File: src/rtl/reg_release.sv
// Holding buffer between commit-time register releases and the free-list queue.
// Optional same-cycle bypass of the first released tag when `RELEASE_BYPASS_EN is defined.
module reg_release #(
   parameter int DEPTH = 4,
   parameter int WIDTH = 6
) (
   input  logic                       clk,
   input  logic                       reset,
   input  logic                       rel0_valid,
   input  logic [WIDTH-1:0]           rel0_tag,
   input  logic                       rel1_valid,
   input  logic [WIDTH-1:0]           rel1_tag,
   output logic                       rel_stall,
   output logic                       enque,
   output logic [WIDTH-1:0]           enque_data,
   input  logic                       halt,
   input  logic                       flush,
   output logic [$clog2(DEPTH+1)-1:0] pending
);

   localparam int AW = $clog2(DEPTH);
   localparam int CW = $clog2(DEPTH+1);
   localparam logic [CW-1:0] STALL_LVL = CW'(DEPTH - 2);

   logic [WIDTH-1:0] mem [DEPTH];
   logic [AW-1:0]    head, tail;
   logic [CW-1:0]    count;
   logic             acc0, acc1, wr0, wr1, pop_mem;

   // Committed releases are architectural, so a flush has nothing to undo here.
   logic flush_unused;
   assign flush_unused = flush;

   assign pending   = count;
   assign rel_stall = count > STALL_LVL;
   assign acc0      = ~rel_stall & rel0_valid & (rel0_tag != '0);
   assign acc1      = ~rel_stall & rel1_valid & (rel1_tag != '0);
   assign pop_mem   = (count != '0) & ~halt;

`ifdef RELEASE_BYPASS_EN
   logic bypass;
   assign bypass = (count == '0) & ~halt & (acc0 | acc1);
   // The first accepted tag goes straight out; only a second one is stored.
   assign wr0    = acc0 & ~bypass;
   assign wr1    = acc1 & ~(bypass & ~acc0);

   always_comb begin
      enque      = 1'b0;
      enque_data = '0;
      if (bypass) begin
         enque      = 1'b1;
         enque_data = acc0 ? rel0_tag : rel1_tag;
      end else if (pop_mem) begin
         enque      = 1'b1;
         enque_data = mem[head];
      end
   end
`else
   assign wr0        = acc0;
   assign wr1        = acc1;
   assign enque      = pop_mem;
   assign enque_data = pop_mem ? mem[head] : '0;
`endif

   always_ff @(posedge clk or negedge reset) begin
      if (!reset) begin
         // NOTE: the entries are reset too, so no stale tag can ever be read back out.
         for (int i = 0; i < DEPTH; i++) mem[i] <= '0;
         head  <= '0;
         tail  <= '0;
         count <= '0;
      end else begin
         // NOTE: non-blocking assignments keep every update based on this cycle's values.
         if (wr0) mem[tail] <= rel0_tag;
         if (wr1) mem[tail + AW'(wr0)] <= rel1_tag;
         tail  <= tail + AW'(wr0) + AW'(wr1);
         if (pop_mem) head <= head + AW'(1);
         count <= count + CW'(wr0) + CW'(wr1) - CW'(pop_mem);
      end
   end

endmodule

File: config.mk
export PLATFORM = sky130hd
export DESIGN_NAME = reg_release
export DESIGN_NICKNAME = d
export VERILOG_FILES = /design/src/rtl/reg_release.sv
export SDC_FILE = /design/constraint.sdc
export NUM_CORES = 1
export LEC_CHECK = 0
export CORE_MARGIN = 2
export CORE_UTILIZATION = 54
export DETAILED_ROUTE_END_ITERATION = 6
export PLACE_DENSITY = 0.88
export SLEW_MARGIN = 20
export SYNTH_ARGS = -nofsm -noshare
export SYNTH_HDL_FRONTEND = slang
export SYNTH_SLANG_ARGS = --single-unit
File: constraint.sdc
create_clock -name clk -period 3.6 [get_ports clk]
set_input_delay 0.72 -clock clk [delete_from_list [all_inputs] [get_ports clk]]
set_output_delay 0.72 -clock clk [all_outputs]
set_load 0.01 [all_outputs]
==> changes_impl.md, run 1 <==
### Changed

* Filler cell count at 268
* Min Tclk post-route at 3.00 ns
* Area of combinational cells with multiple inputs at 1120 um2
* Total Power Consumption at 2.33 mW
* Startpoint of the worst-slack reg-to-reg timing path: pending[1]
* Xor/xnor share at 2.18%
* Top power consumer group: combinational cells
* Leading cell kind: multi-input combinational cells
* Fraction of standard cell area that is sequential at 31.6%
* Outcome: finished clean
* Number of hold buffers added after cts at 0
* Type of the most critical hold path: flip-flop to flip-flop
* Number of global-route vias before repair at 1768
* Non-clock buffering overhead at 14.4%
* Final design instance area without fill at 2450 um2
* Combinational gates at 151
* Synth cell count leaders: dfrtp_1 (31), nand2_1 (26), nor3_1 (25), o21ai_0 (24), a31oi_2 (16)
* Post-synthesis cell count at 200
* Yosys stat area at 2010 um2
* Number of placed instances, taps included at 274
* Worst-case headroom to the max-slew limit at 68.3%
* Number of buffers outside the clock class in the layout at 38
* Cell with the most instances after synthesis: dfrtp_1
* Yosys warning tally at 0
* Number of clock-tree buffers in the layout at 6
* CTS clk-pin slew, worst paths at 0.07 ns
* Post-detailed-placement cell area at 2330 um2
* Top comb family, area: AND-OR/OR-AND gates
* Power drawn by the clock network at 0.364 mW
* Internal cell power at 1.39 mW
* Worst setup path startpoint: rel0_tag[0]
* Post-Route M1 WL at 2.03 mm
* Area taken by flip-flops and latches at 776 um2
* Clock skew after layout at 0.00622 ns
* Cell variety after synth at 32
* Fraction of area in clock buffers and inverters at 4.80%
* Share of the clock period used by the worst path after layout at 83.3%
* RSZ-0062 raised after global routing: no
* Number of routed nets with antenna violations at 0
* Number of cells in the yosys synthesis report at 200
* Clock latency of the later-clocked register in the worst-skew pair at 0.30 ns
* Reg-to-reg setup timing slack at 0.99 ns
* Highest fanout seen on the critical path at 6
* R2R cell count at 10
* Wire length reported by the detailed router at 5.22 mm
* Vertical die dimension at 65.0 um
* Post-cts sizing count at 0
* Net count, final at 257
* Share of synthesized registers carrying an async set or reset at 100%
* Yosys top cell area share at 38.6%
* Post-synth mux share at 6.73%
* Setup TNS at 0 ns
run 1: cell usage in the layout (no fill, tap or decap), drive strengths merged:
cell           netlist  final
o221ai               1      1
nor2                 5      5
nor3                25     25
o2111a               1      1
nor2b                2      2
ha                   4      4
xnor2                4      4
clkinv               0      1
and2                 6      6
clkdlybuf4s50        0     27
or4                  2      2
bufinv               0      1
or2                  7      7
inv                  6      6
xor2                 1      1
buf                  9     11
mux4                 6      6
dfrtp               31     31
clkbuf               3      6
nand2               26     26
fa                   2      2
a31oi               24     24
o211a                3      3
nor3b                1      1
o21ai               28     28
o211ai               1      1
nand2b               2      2
run 1: sequential cells by signal, indices dropped and copies added (netlist names):
register and cells:
pending 3, mem 24, head 2, tail 2
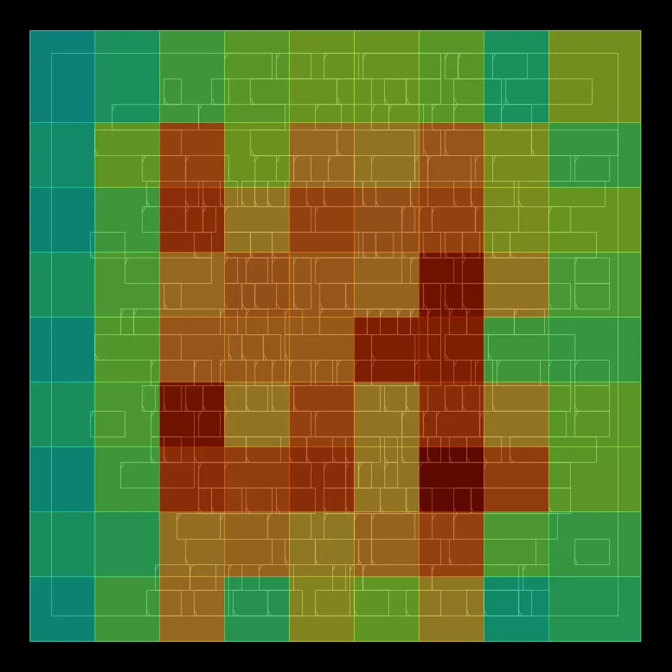
run_1/final_congestion.png
gr usage total: 27.4%
DR WL/cell: 18.5 um
met3 layer usage reported by global route: 7.29%

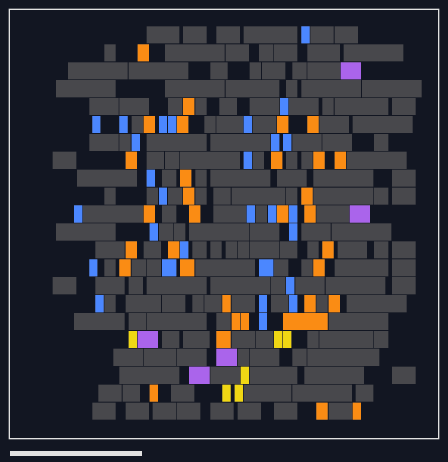
run_1/gate_families.png
Bar = 20 um.
Key: yellow = inverters [cells 6, where bottom centre]; blue = NAND gates [cells 28]; orange = NOR gates [cells 33]; purple = XOR/XNOR gates [cells 5]
most frequent standard cell in the layout excluding fill and tap cells: dfrtp_1
final cell count without fillers: 282
Comb area share: 45.8%

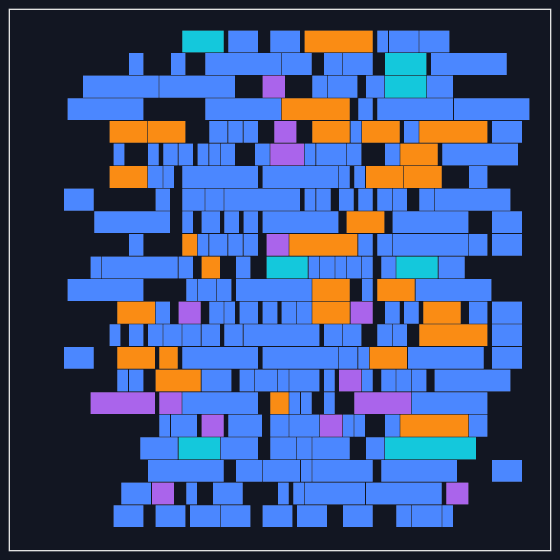
run_1/drive_strength.png
Key: cyan = drive 6 and up [cells 7]; blue = drive 1 or less [cells 186]; purple = drive 3 to 4 [cells 14]; orange = drive 2 [cells 27]

run_1/clock_map.png
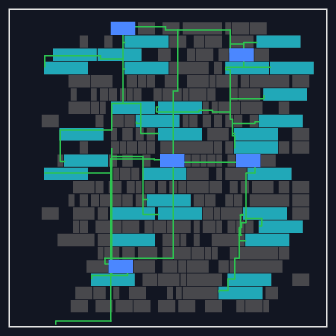

==> run 1 -> run 2 <==
==> constraint.sdc (replaced) <==
create_clock -name clk -period 3.1 [get_ports clk]
set_input_delay 0.62 -clock clk [delete_from_list [all_inputs] [get_ports clk]]
set_output_delay 0.62 -clock clk [all_outputs]
set_load 0.01 [all_outputs]
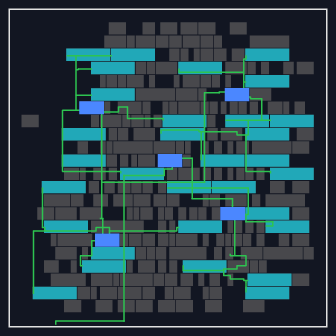
run_2/clock_map.png
Key: green = clock wires [length 462 um]; cyan = flip-flops [count 31]; blue = cells driving clock nets [count 5]
There are 6 routed clock nets.

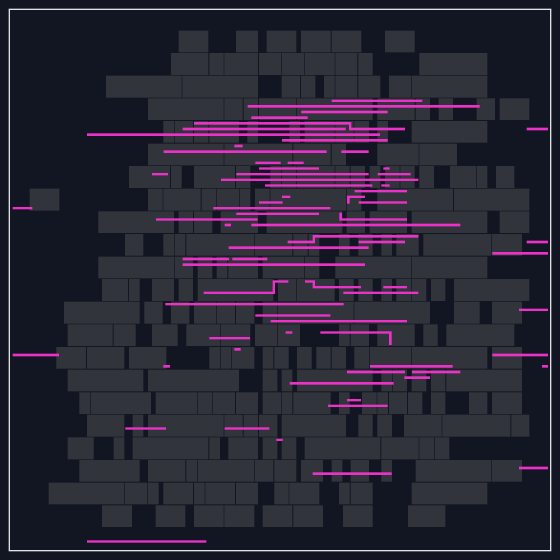
run_2/met3.png
Cells faint in the background.
The wires run mostly horizontal. 47 nets have wire on it. The layer carries 594 um of wire.
number of vias in the routed layout: 1876
met3 layer usage reported by global route: 5.90%
wire length reported by the detailed router: 5.78 mm

==> run 2 against run 1 <==
- sequential power increased by 14%
- clock power increased by 17%
- sequential share of layout area decreased by 0.85 points
- total power increased by 19%
- setup slack got worse by 0.44 ns
- flip-flop count unchanged
- clock-buffer cell count unchanged
- non-clock buffer count increased by 9
- final area increased by 2.8%
- wire length increased by 11%
- highest routed layer unchanged
==> changes_impl.md, run 2 <==
### Changed

* Post-synth mux share at 6.73%
* Number of routed nets with antenna violations at 0
* Yosys top cell area share at 38.6%
* Final cell count without fillers at 291
* DR WL/cell at 19.9 um
* Fraction of standard cell area that is sequential at 30.8%
* Number of buffers outside the clock class in the layout at 47
* Power drawn by the clock network at 0.425 mW
* CTS clk-pin slew, worst paths at 0.07 ns
* Antenna violations before repair at 0
* RSZ-0062 raised after global routing: no
* WS Path Type: input port to flip-flop
* Post-layout utilization of the core at 69.9%
* Worst setup path startpoint: rel0_tag[0]
* Most flops, register: mem
* Startpoint of the worst-slack reg-to-reg timing path: pending[1]
* Worst-case headroom to the max-slew limit at 56.2%
* Top power consumer group: combinational cells
* Filler cell count at 262
* Clock latency of the later-clocked register in the worst-skew pair at 0.30 ns
* Gr usage total at 30.2%
* Combinational gates at 151
* Net count, final at 266
* Cell variety after synth at 32
* Share of synthesized registers carrying an async set or reset at 100%
* Internal cell power at 1.64 mW
* Cell with the most instances after synthesis: dfrtp_1
* Most frequent standard cell in the layout excluding fill and tap cells: dfrtp_1
* Highest-count cells in the layout ignoring fill and taps: dfrtp_1 (31), clkdlybuf4s50_1 (27), nand2_1 (26), nor3_1 (25), o21ai_0 (24)
* Number of clock-tree buffers in the layout at 6
* Total Power Consumption at 2.78 mW
* Library cell used as clock root buffer: clkbuf_8
* Number of H-tree levels at 2
* Number of global-route vias before repair at 1833
* Final setup violation count at 0
* Min Tclk post-route at 2.94 ns
* Inverters excl. clock at 6
* Yosys stat area at 2010 um2
* Leading cell kind: multi-input combinational cells
* First-pass iteration count of the detailed router at 5
* Share of the clock period used by the worst path after layout at 94.8%
* Yosys warning tally at 0
* Post-cts sizing count at 0
* Non-clock buffering overhead at 16.7%
* Outcome: finished clean
* Final design instance area without fill at 2520 um2
* Number of hold buffers added after cts at 0
* Top comb family, area: AND-OR/OR-AND gates
* Type of the most critical hold path: flip-flop to flip-flop
* R2R cell count at 10
* Synth cell count leaders: dfrtp_1 (31), nand2_1 (26), nor3_1 (25), o21ai_0 (24), a31oi_2 (16)
* Post-detailed-placement cell area at 2400 um2
* Xor/xnor share at 2.18%
* Comb area share at 44.6%
* Setup TNS at 0 ns
* Reg-to-reg setup timing slack at 0.46 ns
* Clock skew after layout at 0.00639 ns
* Fraction of area in clock buffers and inverters at 4.67%
* Vertical die dimension at 65.0 um
* Area of combinational cells with multiple inputs at 1120 um2
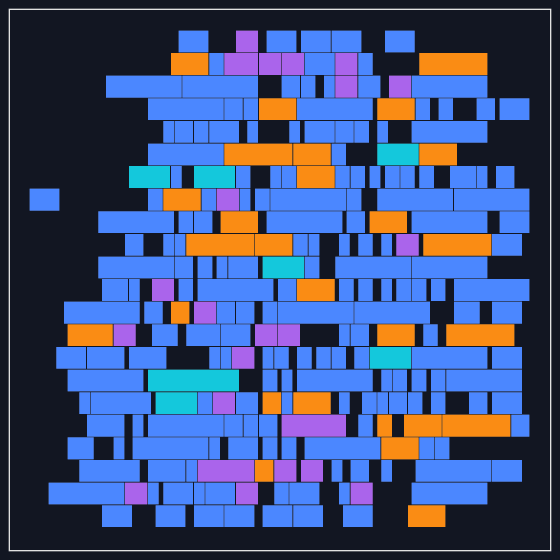
run_2/drive_strength.png
Key: orange = drive 2 [cells 27]; cyan = drive 6 and up [cells 7]; blue = drive 1 or less [cells 186]; purple = drive 3 to 4 [cells 23]

==> run 2: cell types whose count changed in the layout (fill, tap and decap cells not counted), sizes merged <==
cell / previous run / this run
buf: 11 / 20
==> run 2: layer usage <==
metal,vias to the layer above,global-route usage [%],wire length (um)
li1,820,-,-
met1,903,40.4,2250
met2,126,46.5,2730
met3,27,5.90,594
met4,0,15.4,206
met5,-,0,0
==> run 2: critical path: stages <==
cell and delay, ns:
clkdlybuf4s50_1 0.42, or4_4 0.56, nor2_1 0.12, nor2_1 0.08
ha_1 0.19, xnor2_1 0.34, or2_0 0.21, or2_1 0.37
a31oi_2 0.16
Power and IR drop assume default switching activity.
